==> run_1/registers.png <==
Other sequential cells in the stronger gray, the rest of the logic in the fainter gray.
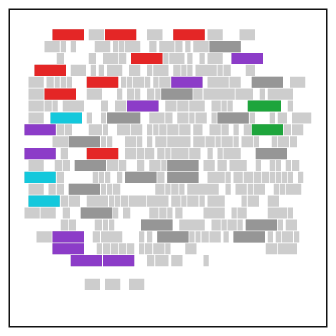
==> run_1/clock_map.png <==
Scale bar: 20 µm.
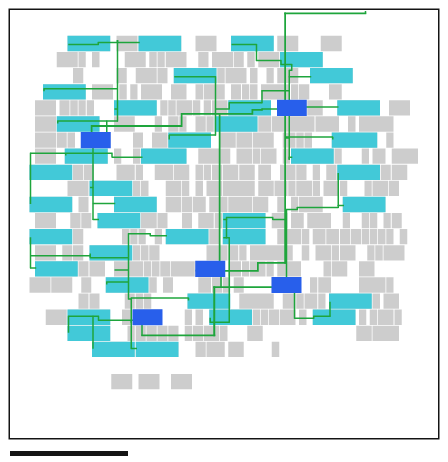
==> run_1/final_clocks.png <==
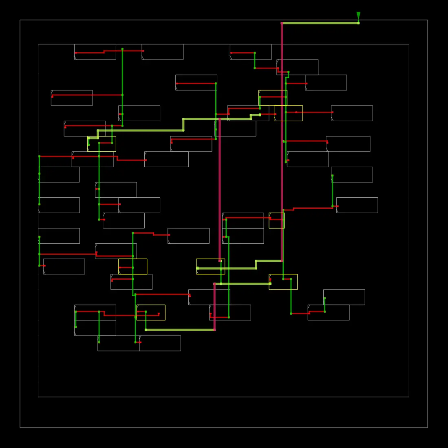
===== config.mk =====
export PLATFORM = sky130hd
export DESIGN_NAME = line_write_ctrl
export DESIGN_NICKNAME = d
export VERILOG_FILES = /design/src/rtl/line_write_ctrl.sv
export SDC_FILE = /design/constraint.sdc
export NUM_CORES = 1
export LEC_CHECK = 0
export ABC_AREA = 1
export CAP_MARGIN = 10
export CORE_MARGIN = 3
export CORE_UTILIZATION = 40
export CTS_CLUSTER_SIZE = 14
export DETAILED_ROUTE_END_ITERATION = 8
export PLACE_DENSITY = 0.76
export SYNTH_ARGS = -nofsm -noshare
export SYNTH_HDL_FRONTEND = slang
export SYNTH_SLANG_ARGS = --single-unit

===== constraint.sdc =====
create_clock -name clk -period 1.65 [get_ports clk]
set_input_delay 0.33 -clock clk [delete_from_list [all_inputs] [get_ports clk]]
set_output_delay 0.33 -clock clk [all_outputs]
set_load 0.005 [all_outputs]

===== src/rtl/line_write_ctrl.sv =====
// Camera line writer: routes accepted pixels into a 6-bank line buffer and flags when 5 lines are held.
// Optional row/frame tracking is enabled by defining LINE_WRITE_CTRL_ROW_COUNT_EN.
module line_write_ctrl #(
  parameter int IMG_WIDTH  = 320,
  parameter int IMG_HEIGHT = 240
) (
  input  logic       clk,
  input  logic       reset,
  input  logic       frame_start,
  input  logic       pix_valid,
  input  logic [7:0] pix_data,
  output logic       write_enable,
  output logic [2:0] select,
  output logic [8:0] wr_addr,
  output logic [7:0] wr_data,
  output logic       line_done,
  output logic       lines_ready
`ifdef LINE_WRITE_CTRL_ROW_COUNT_EN
  ,
  output logic [8:0] row_idx,
  output logic       frame_done
`endif
);

  typedef enum logic [1:0] {IDLE, FILL, STREAM} state_t;

  localparam logic [8:0] LAST_COL = 9'(IMG_WIDTH - 1);

  if (IMG_WIDTH < 2 || IMG_WIDTH > 512 || IMG_HEIGHT < 1) begin : g_param_check
    $error("line_write_ctrl: IMG_WIDTH must be 2..512 and IMG_HEIGHT >= 1");
  end

  state_t     state, state_nxt;
  logic [8:0] col, col_base, col_nxt;
  logic [2:0] bank, bank_base, bank_nxt;
  logic [2:0] filled, filled_base, filled_nxt;
  logic       accept, last;
  logic       frame_end;

`ifdef LINE_WRITE_CTRL_ROW_COUNT_EN
  localparam logic [8:0] LAST_ROW = 9'(IMG_HEIGHT - 1);
  logic [8:0] row, row_base, row_nxt;
`endif

  // frame_start restarts counters in the same cycle, so a coincident pixel lands at col 0 / bank 0.
  always_comb begin
    col_base    = frame_start ? '0 : col;
    bank_base   = frame_start ? '0 : bank;
    filled_base = frame_start ? '0 : filled;
    accept      = pix_valid && (frame_start || state != IDLE);
    last        = accept && (col_base == LAST_COL);
`ifdef LINE_WRITE_CTRL_ROW_COUNT_EN
    row_base  = frame_start ? '0 : row;
    frame_end = last && (row_base == LAST_ROW);
`else
    frame_end = 1'b0;
`endif
  end

  always_ff @(posedge clk) begin
    if (reset) state <= IDLE;
    else       state <= state_nxt;
  end

  always_comb begin
    state_nxt = state;
    if (frame_start) state_nxt = FILL;
    if (state_nxt == FILL && last && filled_base == 3'd4) state_nxt = STREAM;
    if (frame_end) state_nxt = IDLE;
  end

  always_comb begin
    col_nxt    = col_base;
    bank_nxt   = bank_base;
    filled_nxt = filled_base;
    if (accept) col_nxt = last ? '0 : col_base + 9'd1;
    if (last) begin
      bank_nxt = (bank_base == 3'd5) ? '0 : bank_base + 3'd1;
      if (frame_start || state == FILL) filled_nxt = filled_base + 3'd1;
    end
`ifdef LINE_WRITE_CTRL_ROW_COUNT_EN
    row_nxt = row_base;
    if (last) row_nxt = frame_end ? '0 : row_base + 9'd1;
`endif
  end

  always_ff @(posedge clk) begin
    if (reset) begin
      col          <= '0;
      bank         <= '0;
      filled       <= '0;
      write_enable <= 1'b0;
      select       <= '0;
      wr_addr      <= '0;
      wr_data      <= '0;
      line_done    <= 1'b0;
    end else begin
      col          <= col_nxt;
      bank         <= bank_nxt;
      filled       <= filled_nxt;
      write_enable <= accept;
      line_done    <= last;
      if (accept) begin
        select  <= bank_base;
        wr_addr <= col_base;
        wr_data <= pix_data;
      end
    end
  end

`ifdef LINE_WRITE_CTRL_ROW_COUNT_EN
  always_ff @(posedge clk) begin
    if (reset) begin
      row        <= '0;
      frame_done <= 1'b0;
    end else begin
      row        <= row_nxt;
      frame_done <= frame_end;
    end
  end

  assign row_idx = row;
`endif

  assign lines_ready = (state == STREAM);

endmodule


==> deck_impl_summary.md, run 1 <==
Synthesis and Place & Route Summary

Synthesis
  – Register share after synthesis: 0.444
  – Yosys Instances: between 200 and 250
  – Yosys stat area: approximately 1800 µm²
  – Flops after synth: 39
  – Adder share: 0.0214
  – Async set or reset register ratio after synthesis: 0
  – Max-area cell share: 0.444
  – Dominant combinational family: simple AND/OR/NAND/NOR gates
  – Ys flop type: dfxtp_1
  – Number of nets at floorplan: approximately 250
  – Mux share: 0
  – Avg Cell Area, Syn: between 7 and 8 µm²
  – Xor/xnor share: 0.00996
  – Count of library flops with an enable pin: 0
  – Yosys cell types: 28
  – Syn Inst Count: ~230
  – Simple Share, Synth: 0.313
  – Yosys warning tally: 0
  – Cell taking the most area after synthesis: dfxtp_1
  – Synth Cell Area: 1760 µm²
  – Compound Share, Synth: 0.134
  – Top cells by area: dfxtp_1 (44%), nand2_1 (9.2%), nor2_1 (7.5%)

Power
  – Clock share of power: 0.372
  – P_int: ~1.5 mW
  – Worst-case vdd ir drop: between 0.6 and 0.7 mV
  – Flop+latch power: ~1000 µW
  – Net Sw Power: approximately 480 µW
  – LEAKAGE: about 1.1 nW
  – Sequential share of power: 0.504
  – Top pwr grp: sequential cells
  – P_comb: between 200 and 250 µW
  – Cell area power density: about 780 nW/µm²
  – Combinational power share: 0.124
  – Final Total Pwr: ~2.0 mW
  – Switching portion of total power: 0.243

GRT
  – Largest net degree at the start of global routing: 21
  – Grt total ovfl: 0
  – Vias in the first global route: 1570
  – First-pass GRT wire length: approximately 7300 µm
  – M1 GR Usage: 0.250
  – Met2 Use GR: 0.269
  – GRT Max-Usage Layer: met2
  – Met3 Resource Use GR: 0.0526
  – Initial antenna violation count: 0
  – Total global-route track usage: 0.182

Finish
  – Fin nets: 317
  – Fillers: approximately 360
  – Antenna Cells: 0
  – Syn-to-layout area delta: 43.6%
  – Cell Count, Final, Fillers Out: roughly 350
  – Share of cells above drive strength 1: 0.231

Setup path
  – Critical path type: register to register
  – Crit path max-delay family: simple AND/OR/NAND/NOR gates
  – CP arrival: ~1.8 ns
  – Crit path max fanout: 7
  – Reg-to-reg setup timing slack: between 0.06 and 0.07 ns
  – Critical Path RT: ~1.8 ns
  – Crit path depth: 10
  – CP max stage delay: approximately 0.33 ns
  – Reg-to-Reg Start: col[0]$_SDFF_PP0_
  – Crit end category: register
  – CP most frequent cell: nand2_4
  – WP buf/inv: 1
  – Worst path slowest cell: dfxtp_2
  – R2R depth: 10
  – Setup crit start: col[0]$_SDFF_PP0_
  – Crit start category: register
  – Worst-path cell chain: inv_1 > nor2_2 > ha_2 > nand2_1 > nor2_4 > nand2_4 > nor2_8 > nand2_4 > nand2_2 > a21oi_1
  – Critical path destination: col[5]$_SDFF_PP0_
  – FF-to-FF End: col[5]$_SDFF_PP0_

Final timing
  – Crit path time final: 1.59 ns
  – Pins Over Slew Limit: 0
  – Final WS setup: about 0.062 ns
  – Worst Skew: roughly 0.0032 ns
  – Hold Violations, Final: 0
  – Unrepaired setup endpoints after global routing: yes
  – Worst-Margin Slew: ~0.30 ns
  – Fmax: roughly 630 MHz
  – Final setup vio count: 0
  – Max_slew headroom: 0.797
  – Post-route clock period utilization: 0.963

Drt
  – WL final: 4280 µm
  – Via density: roughly 4.8
  – Met2 Wirelength: 1950 µm
  – Max Used Layer: met4
  – Drc violations: 0
  – Routed wire per std cell: approximately 12 µm
  – DRT iter0 DRCs: around 95
  – Met1 Wirelength: 2050 µm
  – Post-DRT Antenna Nets: 0
  – Met3 Wirelength: 200 µm
  – Total number of vias: roughly 1.7k
  – First-pass DRT Iterations: 4

Placement
  – Cell count after placement: roughly 340
  – I/O Buffers: 34
  – Gpl congestion: 0.868
  – Dpl hpwl: 3080 µm
  – Worst slack at placement: -0.494 ns

Floorplan
  – Die area: 5230 µm²
  – Core Region: between 4000 and 5000 µm²
  – Die H: around 72 µm
  – Site row count: 23
  – Fp util: 0.427
  – Chip width: approximately 72 µm
  – I/O pin count: 35

Hold path
  – Hold Path Class: register to register

Job
  – Tool warnings: 28
  – Max cap viols: 0

CTS
  – Clk_lat worst skew: around 0.3 ns
  – TritonCTS Buffers: 5
  – Clock slew seen by the registers of the worst setup and hold paths: 0.08 ns
  – CTS tree: done
  – Maximum clock path buffer count: 2
  – H-tree lvl count: 2
  – Clk root buf: clkbuf_8

Outcome
  – Status: finished, final reports clean
Notes on registers.png above:
| name in the netlist | color | flops |
|---|---|---|
| wr_data | red | 8 |
| select | cyan | 3 |
| state | green | 2 |
| wr_addr | purple | 9 |

Notes on clock_map.png above:
[flip-flops] cyan | count: 39
[cells driving clock nets] blue | count: 5
[clock wires] green | length: 540 µm
routed clock nets: 6

Notes on final_clocks.png above:
clock sink total: 39
Clock group: 734 µW
layout clock buffer count: 7
flip-flops: 39

run 1: logic make-up (layout without fill, tap and decap cells):
| logic type | count (synthesis) | after routing |
|---|---|---|
| XOR/XNOR | 2 | 2 |
| buffers and inverters | 32 | 102 |
| flip-flops | 39 | 39 |
| AND-OR/OR-AND | 44 | 44 |
| adder cells (fa/ha/maj) | 3 | 3 |
| AND/OR/NAND/NOR | 113 | 113 |
run 1: flip-flops by register name (all words and copies together) (netlist names):
signal / cells
bank: 3
col: 9
filled: 3
line_done: 1
select: 3
state: 2
wr_addr: 9
wr_data: 8
write_enable: 1
run 1: worst min path at each step:
| stage | cells after the start | to | start | slack (ns) |
|---|---|---|---|---|
| floorplan | 1 | filled[2]$_SDFF_PP0_ | reset | 0.40 |
| global placement | 2 | wr_addr[0]$_SDFFE_PP0N_ | wr_addr[0]$_SDFFE_PP0N_ | 0.45 |
| detailed placement | 2 | wr_addr[0]$_SDFFE_PP0N_ | wr_addr[0]$_SDFFE_PP0N_ | 0.46 |
| CTS | 2 | wr_addr[0]$_SDFFE_PP0N_ | wr_addr[0]$_SDFFE_PP0N_ | 0.47 |
| global route | 2 | wr_addr[0]$_SDFFE_PP0N_ | wr_addr[0]$_SDFFE_PP0N_ | 0.49 |
| finish | 2 | wr_addr[0]$_SDFFE_PP0N_ | wr_addr[0]$_SDFFE_PP0N_ | 0.47 |
run 1: placed cells by master, fill, tap and decap left out, drive strengths merged, types with 3 or more instances in the layout:
cell type       n
nand2          49
nor2           43
dfxtp          39
buf            36
clkdlybuf4s50  32
inv            24
a21oi          24
o21ai          18
nand3          11
clkbuf          8
nand4           6
ha              3
nor3            3
run 1: through the flow:
step / utilization / hold slack, ns / instance area, µm² / setup TNS (ns)
final: 0.614 / 0.471 / 2520 / 0
after global routing: 0.614 / 0.488 / 2520 / -0.247
after CTS: 0.606 / 0.472 / 2490 / 0
after detailed placement: 0.580 / 0.455 / 2380 / -13.56
after global placement: 0.580 / 0.453 / 2380 / -11.61
after floorplan: - / 0.399 / 1760 / 0
run 1: final cells by class:
cell class | count | area (µm²) | area share
clock inverter | 1 | 7.51 | 0.00297
multi-input combinational | 162 | 862 | 0.341
inverter | 24 | 92.6 | 0.0367
sequential | 39 | 783 | 0.310
clock buffer | 7 | 96.3 | 0.0382
tap | 50 | 62.6 | 0.0248
timing repair buffer | 70 | 621 | 0.246
run 1: cell usage after synthesis, types with 2 or more instances:
| cell | n |
|---|---|
| a21oi_1 | 23 |
| buf_2 | 2 |
| buf_4 | 3 |
| clkbuf_1 | 2 |
| dfxtp_1 | 39 |
| ha_1 | 3 |
| inv_1 | 23 |
| nand2_1 | 43 |
| nand2_2 | 3 |
| nand2_4 | 3 |
| nand3_1 | 11 |
| nand4_1 | 6 |
| nor2_1 | 35 |
| nor2_2 | 5 |
| nor2_4 | 2 |
| o21ai_0 | 18 |
run 1: tightest hold or removal path, cell delays in order, from the launching register on:
cell and delay [ns]:
dfxtp_1 0.32, nand2_1 0.06, a21oi_1 0.05
run 1: timing repair:
item / 4_1_cts / 5_1_grt
pin swaps: 0 / 4
hold buffers: 0 / 0
resized: 4 / 9
buffers inserted: 0 / 2
setup endpoints to repair: 27 / 14
==> inputs of run 2 (changes only) <==
CTS_CLUSTER_SIZE = 28   (was 14)
==> run_2/pins.png <==
Pins as bars across the die edge, other pins in gray.
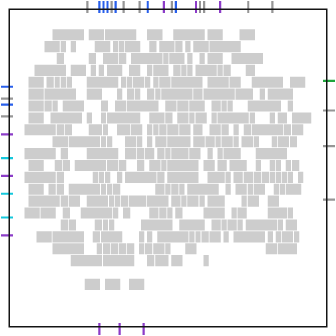
| port | color | pins | direction | edge |
|---|---|---|---|---|
| wr_addr | purple | 9 | output | 3 top, 3 left, 3 bottom |
| select | cyan | 3 | output | left |
| line_done | green | 1 | output | right |
| pix_data | blue | 8 | input | 6 top, 2 left |
all pins by edge: 18 top, 10 left, 4 right, 3 bottom

==> deck_impl_summary.md, run 2 <==
Synthesis and Place & Route Summary

Outcome
  – Status: finished, final reports clean (unchanged)

GRT
  – Vias in the first global route: 1570 (unchanged)
  – Grt total ovfl: 0 (unchanged)
  – Total global-route track usage: 0.182 (unchanged)
  – Initial antenna violation count: 0 (unchanged)
  – First-pass GRT wire length: 7350 µm (unchanged)
  – Largest net degree at the start of global routing: 21 (unchanged)

CTS
  – Clock sink total: 39 (unchanged)
  – TritonCTS Buffers: 5 (unchanged)
  – Clk root buf: clkbuf_8 (unchanged)
  – Clk_lat worst skew: 0.30 ns (about the same)
  – # hold bufs at CTS: 0 (unchanged)
  – Maximum clock path buffer count: 2 (unchanged)
  – H-tree lvl count: 2 (unchanged)

Setup path
  – Crit path max-delay family: simple AND/OR/NAND/NOR gates (unchanged)
  – Crit path max fanout: 7 (unchanged)
  – CP most frequent cell: nand2_4 (unchanged)
  – Worst-path cell chain: inv_1 > nor2_2 > ha_2 > nand2_1 > nor2_4 > nand2_4 > nor2_8 > nand2_4 > nand2_2 > a21oi_1 (unchanged)
  – Crit end category: register (unchanged)
  – Critical Path RT: 1.84 ns (about the same)
  – WP buf/inv: 1 (unchanged)
  – Worst path slowest cell: dfxtp_2 (unchanged)
  – CP max stage delay: 0.33 ns (about the same)

Final timing
  – Worst-Margin Slew: 0.303 ns (unchanged)
  – Hold Violations, Final: 0 (unchanged)
  – Pins Over Slew Limit: 0 (unchanged)
  – Final WS setup: 0.0617 ns (unchanged)
  – Crit path time final: 1.59 ns (unchanged)
  – Fmax: 630 MHz (unchanged)
  – TNS Setup: 0 ns (unchanged)
  – Max_slew headroom: 0.797 (unchanged)
  – Post-route clock period utilization: 0.963 (unchanged)
  – Unrepaired setup endpoints after global routing: yes (unchanged)
  – Fin Hold WS: 0.471 ns (unchanged)
  – Final setup vio count: 0 (unchanged)

Hold path
  – Hold Path Class: register to register (unchanged)

Floorplan
  – Core Region: 4120 µm² (unchanged)
  – Die H: 72.3 µm (unchanged)
  – Fp util: 0.427 (unchanged)
  – Die area: 5230 µm² (unchanged)
  – Chip width: 72.3 µm (unchanged)
  – I/O pin count: 35 (unchanged)

Drt
  – Drc violations: 0 (unchanged)
  – Via density: 4.75 (unchanged)
  – Post-DRT Antenna Nets: 0 (unchanged)
  – First-pass DRT Iterations: 4 (unchanged)
  – Total number of vias: 1678 (unchanged)
  – Routed wire per std cell: 12.1 µm (unchanged)

Synthesis
  – Yosys stat area: 1760 µm² (unchanged)
  – Yosys cell types: 28 (unchanged)
  – Flops after synth: 39 (unchanged)
  – Top cells by area: dfxtp_1 (44%), nand2_1 (9.2%), nor2_1 (7.5%) (unchanged)
  – Yosys Instances: 233 (unchanged)
  – Async set or reset register ratio after synthesis: 0 (unchanged)
  – Cell taking the most area after synthesis: dfxtp_1 (unchanged)
  – Avg Cell Area, Syn: 7.54 µm² (unchanged)
  – Register share after synthesis: 0.444 (unchanged)
  – Ys flop type: dfxtp_1 (unchanged)
  – Top cell type by instance count after synthesis: nand2_1 (unchanged)
  – Max-area cell share: 0.444 (unchanged)
  – Syn Inst Count: 233 (unchanged)
  – Synth Cell Area: 1760 µm² (unchanged)
  – Count of library flops with an enable pin: 0 (unchanged)
  – Yosys warning tally: 0 (unchanged)
  – Top cells by count, synth: nand2_1 (43), dfxtp_1 (39), nor2_1 (35), a21oi_1 (23), inv_1 (23) (unchanged)

Power
  – Final Total Pwr: 1.97 mW (unchanged)
  – Cell area power density: 781 nW/µm² (unchanged)
  – Worst-case vdd ir drop: 0.631 mV (unchanged)
  – LEAKAGE: 1.15 nW (unchanged)

Finish
  – Most frequent cells in the layout: nand2_1 (42), dfxtp_1 (37), buf_4 (35) (unchanged)
  – Cell Count, Final, Fillers Out: 353 (unchanged)
  – Syn-to-layout area delta: 43.6% (unchanged)
  – Fin util: 0.614 (unchanged)
  – Post-route design area: 2520 µm² (unchanged)
  – Most instantiated logic cell after routing: nand2_1 (unchanged)
  – Largest regs: col x9, wr_addr x9, wr_data x8 (unchanged)
  – Share of cells above drive strength 1: 0.231 (unchanged)

Job
  – Max cap viols: 0 (unchanged)

Placement
  – Worst slack at placement: -0.494 ns (unchanged)
  – Placed Area: 2380 µm² (unchanged)
  – Dpl hpwl: 3080 µm (unchanged)
  – Gpl congestion: 0.868 (unchanged)
==> run_2/registers.png <==
Other sequential cells in the stronger gray, the rest of the logic in the fainter gray.
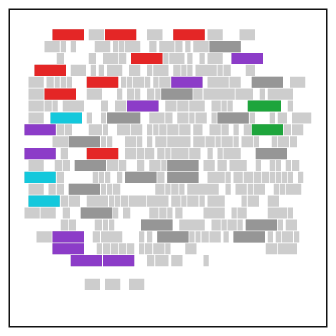
fraction of area in registers: 0.310
Flop+latch power: 993 µW
Flop area: 783 µm²

run 2: cell counts in the layout (fill, tap and decap cells not counted):
Identical to the previous run, type by type.
run 2: layout make-up:
cell class,count,area [µm²]
Tap cell,50,62.6
Timing Repair Buffer,70,621
Clock buffer,7,96.3
Sequential cell,39,783
Inverter,24,92.6
Clock inverter,1,7.51
Multi-Input combinational cell,162,862
Fill cell,355,1590
run 2: worst min-delay path: stages (launching register included):
cell	delay, ns
dfxtp_1	0.32
nand2_1	0.06
a21oi_1	0.05
run 2: power breakdown:
group          internal, mW  total (mW)  leakage, nW  switching [mW]
logic                 0.135       0.245        0.779           0.110
registers             0.976       0.993        0.319          0.0165
clock network         0.380       0.734       0.0505           0.353
run 2: cells by family after synthesis:
kind of cell / after synthesis / synth area share
xor gates and xnor gates: 2 / 0.00997
and+or+nand+nor: 113 / 0.313
DFF: 39 / 0.444
AOI/OAI and AO/OA: 44 / 0.134
buffers and inverters: 32 / 0.0776
adders and majority gates: 3 / 0.0214
run 2: final timing paths:
kind	startpoint	to	slack [ns]	cells past startpoint
worst max-delay path	col[0]$_SDFF_PP0_	col[5]$_SDFF_PP0_	0.06	10
worst min register to register	wr_addr[0]$_SDFFE_PP0N_	wr_addr[0]$_SDFFE_PP0N_	0.47	2
worst min-delay path	wr_addr[0]$_SDFFE_PP0N_	wr_addr[0]$_SDFFE_PP0N_	0.47	2
worst max register to register	col[0]$_SDFF_PP0_	col[5]$_SDFF_PP0_	0.06	10
run 2: repair_timing:
| action | in CTS | in global routing |
|---|---|---|
| pin swaps | 0 | 4 |
| buffers inserted | 0 | 2 |
| endpoints found under the setup margin | 27 | 14 |
| gates resized | 4 | 9 |
run 2: per-layer routing:
layer / vias up / GRT usage / part of all wire
li1: 891 / - / -
met3: 6 / 0.0526 / 0.047
met4: 0 / 0.0689 / 0.018
met2: 35 / 0.269 / 0.46
met1: 746 / 0.250 / 0.48
met5: - / 0 / 0
==> run_2/metal_stack.png <==
Scale bar: 20 µm.
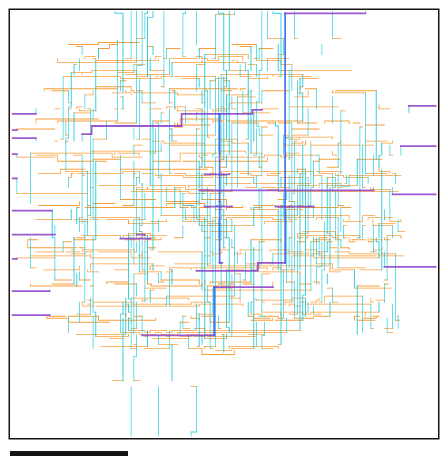

==> inputs of run 3 (changes only) <==
CORE_MARGIN = 5   (was 3)
==> run_3/metal_stack.png <==
Scale bar: 20 µm.
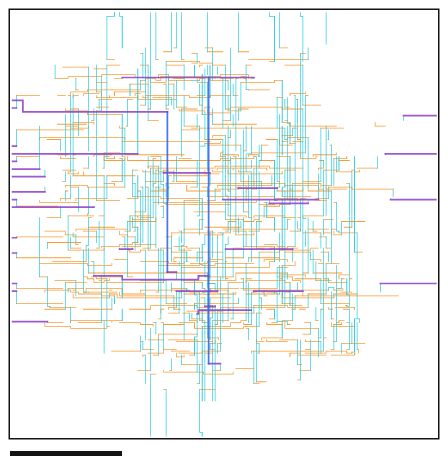
| layer | color | wire length |
|---|---|---|
| met2 | cyan | 2040 µm |
| met4 | blue | 79.6 µm |
| met1 | orange | 1950 µm |
| met3 | purple | 258 µm |

==> deck_impl_summary.md, run 3 <==
Synthesis and Place & Route Summary

Outcome
  – Status: finished, final reports clean (unchanged)

CTS
  – Clk root buf: clkbuf_8 (unchanged)
  – CTS tree: done (unchanged)
  – Clock sink total: 39 (unchanged)
  – Clk_lat worst skew: 0.30 ns (about the same)
  – Maximum clock path buffer count: 2 (unchanged)
  – Post-CTS Repair Setup Buffers: 0 (unchanged)

Final timing
  – Crit path time final: 1.58 ns (was 1.59 ns)
  – Fmax: 633 MHz (was 630 MHz)
  – Worst Skew: 0.00635 ns (was 0.00318 ns)
  – Unrepaired setup endpoints after global routing: yes (unchanged)
  – Fin Hold WS: 0.469 ns (was 0.471 ns)
  – Worst-Margin Slew: 0.314 ns (was 0.303 ns)
  – Max_slew headroom: 0.790 (was 0.797)
  – Post-route clock period utilization: 0.957 (was 0.963)

Setup path
  – Critical path type: register to register (unchanged)
  – Critical Path RT: 1.89 ns (was 1.84 ns)
  – Worst path slowest cell: dfxtp_1 (was dfxtp_2)
  – Crit path max-delay family: simple AND/OR/NAND/NOR gates (unchanged)
  – Worst-path cell chain: inv_1 > nor2_2 > ha_2 > nand2_1 > nor2_4 > nand2_4 > nor2_8 > nand2_4 > nor2_4 > nor2_1 > nor2_2 (was inv_1 > nor2_2 > ha_2 > nand2_1 > nor2_4 > nand2_4 > nor2_8 > nand2_4 > nand2_2 > a21oi_1)
  – Crit path max fanout: 7 (unchanged)
  – Setup crit start: col[0]$_SDFF_PP0_ (unchanged)
  – CP arrival: 1.82 ns (was 1.78 ns)
  – R2R depth: 11 (was 10)
  – Crit start category: register (unchanged)

Finish
  – Antenna Cells: 0 (unchanged)
  – Most frequent cells in the layout: nand2_1 (42), dfxtp_1 (38), nor2_1 (34) (was nand2_1 (42), dfxtp_1 (37), buf_4 (35))
  – Flop area: 782 µm² (was 783 µm²)
  – Fillers: 395 (was 355)
  – Fin nets: 312 (was 317)
  – Most instantiated logic cell after routing: nand2_1 (unchanged)

Synthesis
  – Synth Cell Area: 1760 µm² (unchanged)
  – Cell taking the most area after synthesis: dfxtp_1 (unchanged)
  – Ys flop type: dfxtp_1 (unchanged)
  – Yosys warning tally: 0 (unchanged)
  – Yosys stat area: 1760 µm² (unchanged)
  – Max-area cell share: 0.444 (unchanged)
  – Yosys Instances: 233 (unchanged)
  – Flops after synth: 39 (unchanged)
  – Avg Cell Area, Syn: 7.54 µm² (unchanged)
  – Async set or reset register ratio after synthesis: 0 (unchanged)
  – Top cell type by instance count after synthesis: nand2_1 (unchanged)

Drt
  – Via density: 4.97 (was 4.75)
  – WL final: 4330 µm (was 4280 µm)
  – Post-DRT Antenna Nets: 0 (unchanged)
  – Total number of vias: 1733 (was 1678)
  – DRT iter0 DRCs: 103 (was 95)

GRT
  – Vias in the first global route: 1626 (was 1570)
  – GRT Max-Usage Layer: met2 (unchanged)
  – Initial antenna violation count: 0 (unchanged)
  – Met3 Resource Use GR: 0.0520 (was 0.0526)
  – Met2 Use GR: 0.249 (was 0.269)
  – Grt total ovfl: 0 (unchanged)
  – First-pass GRT wire length: 7290 µm (was 7350 µm)

Job
  – Tool warnings: 28 (unchanged)
  – Max cap viols: 0 (unchanged)

Floorplan
  – Site row count: 24 (was 23)
  – Die H: 76.3 µm (was 72.3 µm)
  – Core Region: 4290 µm² (was 4120 µm²)

Hold path
  – Hold Path Class: register to register (unchanged)
  – Hold path depth: 2 (unchanged)

Placement
  – Gpl congestion: 0.935 (was 0.868)
  – Dpl hpwl: 3210 µm (was 3080 µm)
  – I/O Buffers: 34 (unchanged)
==> run_3/clock_map.png <==
Scale bar: 20 µm.
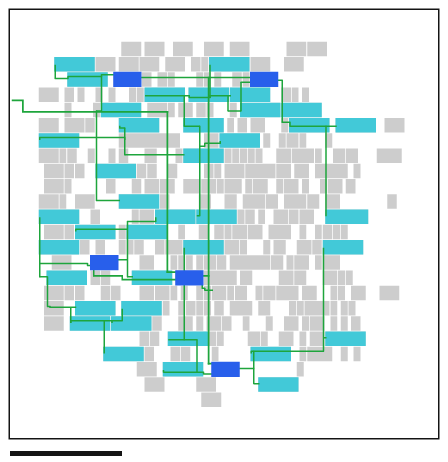
[clock wires] green | length: 521 µm
[cells driving clock nets] blue | count: 5
[flip-flops] cyan | count: 39
routed clock nets: 6

-- run 3: path summary, 6_finish.rpt --
check / to / slack, ns
max reg2reg: filled[0]$_SDFF_PP0_ / 0.07
min reg2reg: wr_addr[0]$_SDFFE_PP0N_ / 0.47
max: filled[0]$_SDFF_PP0_ / 0.07
min: wr_addr[0]$_SDFFE_PP0N_ / 0.47
-- run 3: timing repair --
| action | in CTS | in global routing |
|---|---|---|
| gates resized | 4 | 9 |
| pin swaps | 0 | 2 |
| setup endpoints to repair | 18 | 7 |
-- run 3: kinds of logic (layout without fill, tap and decap cells) --
group / count (synthesis) / in the layout / share of synthesized area
AND/OR/NAND/NOR: 113 / 113 / 0.313
AND-OR/OR-AND: 44 / 44 / 0.134
flip-flops: 39 / 39 / 0.444
buffers and inverters: 32 / 96 / 0.0776
adder cells (fa/ha/maj): 3 / 3 / 0.0214
XOR/XNOR: 2 / 2 / 0.00997
-- run 3: worst register-to-register path, cell delays in order, from the launching register on --
cell and delay, ns:
dfxtp_1 0.33, inv_1 0.05, nor2_2 0.11, ha_2 0.19
nand2_1 0.08, nor2_4 0.14, nand2_4 0.08, nor2_8 0.18
nand2_4 0.11, nor2_4 0.11, nor2_1 0.05, nor2_2 0.07
-- run 3: metrics by stage --
stage / std cells / util / setup slack (ns) / instance area (µm²) / power [mW]
6_report: 349 / 0.578 / 0.0708 / 2480 / 2.01
5_1_grt: 349 / 0.578 / -0.0117 / 2480 / 2.10
4_1_cts: 349 / 0.573 / 0.0141 / 2460 / 2.03
3_5_place_dp: 342 / 0.548 / -0.481 / 2350 / 1.24
3_3_place_gp: 342 / 0.548 / -0.411 / 2350 / 1.24
2_1_floorplan: 233 / - / 0.102 / 1760 / 1.11
-- run 3: layer usage --
metal / vias up / part of all wire
met5: - / 0
li1: 878 / -
met2: 47 / 0.47
met1: 803 / 0.45
met3: 5 / 0.059
met4: 0 / 0.018
-- run 3: final cells by class --
class	count	area share
tap	52	0.0262
multi-input combinational	162	0.349
sequential	39	0.315
clock inverter	2	0.0151
timing repair buffer	65	0.230
inverter	24	0.0373
clock buffer	5	0.0277
-- run 3: report_power, final --
part	switching [mW]	total (mW)	internal, mW
logic	0.109	0.231	0.123
clock network	0.344	0.786	0.442
registers	0.0176	0.994	0.976
Power and IR drop assume default switching activity.
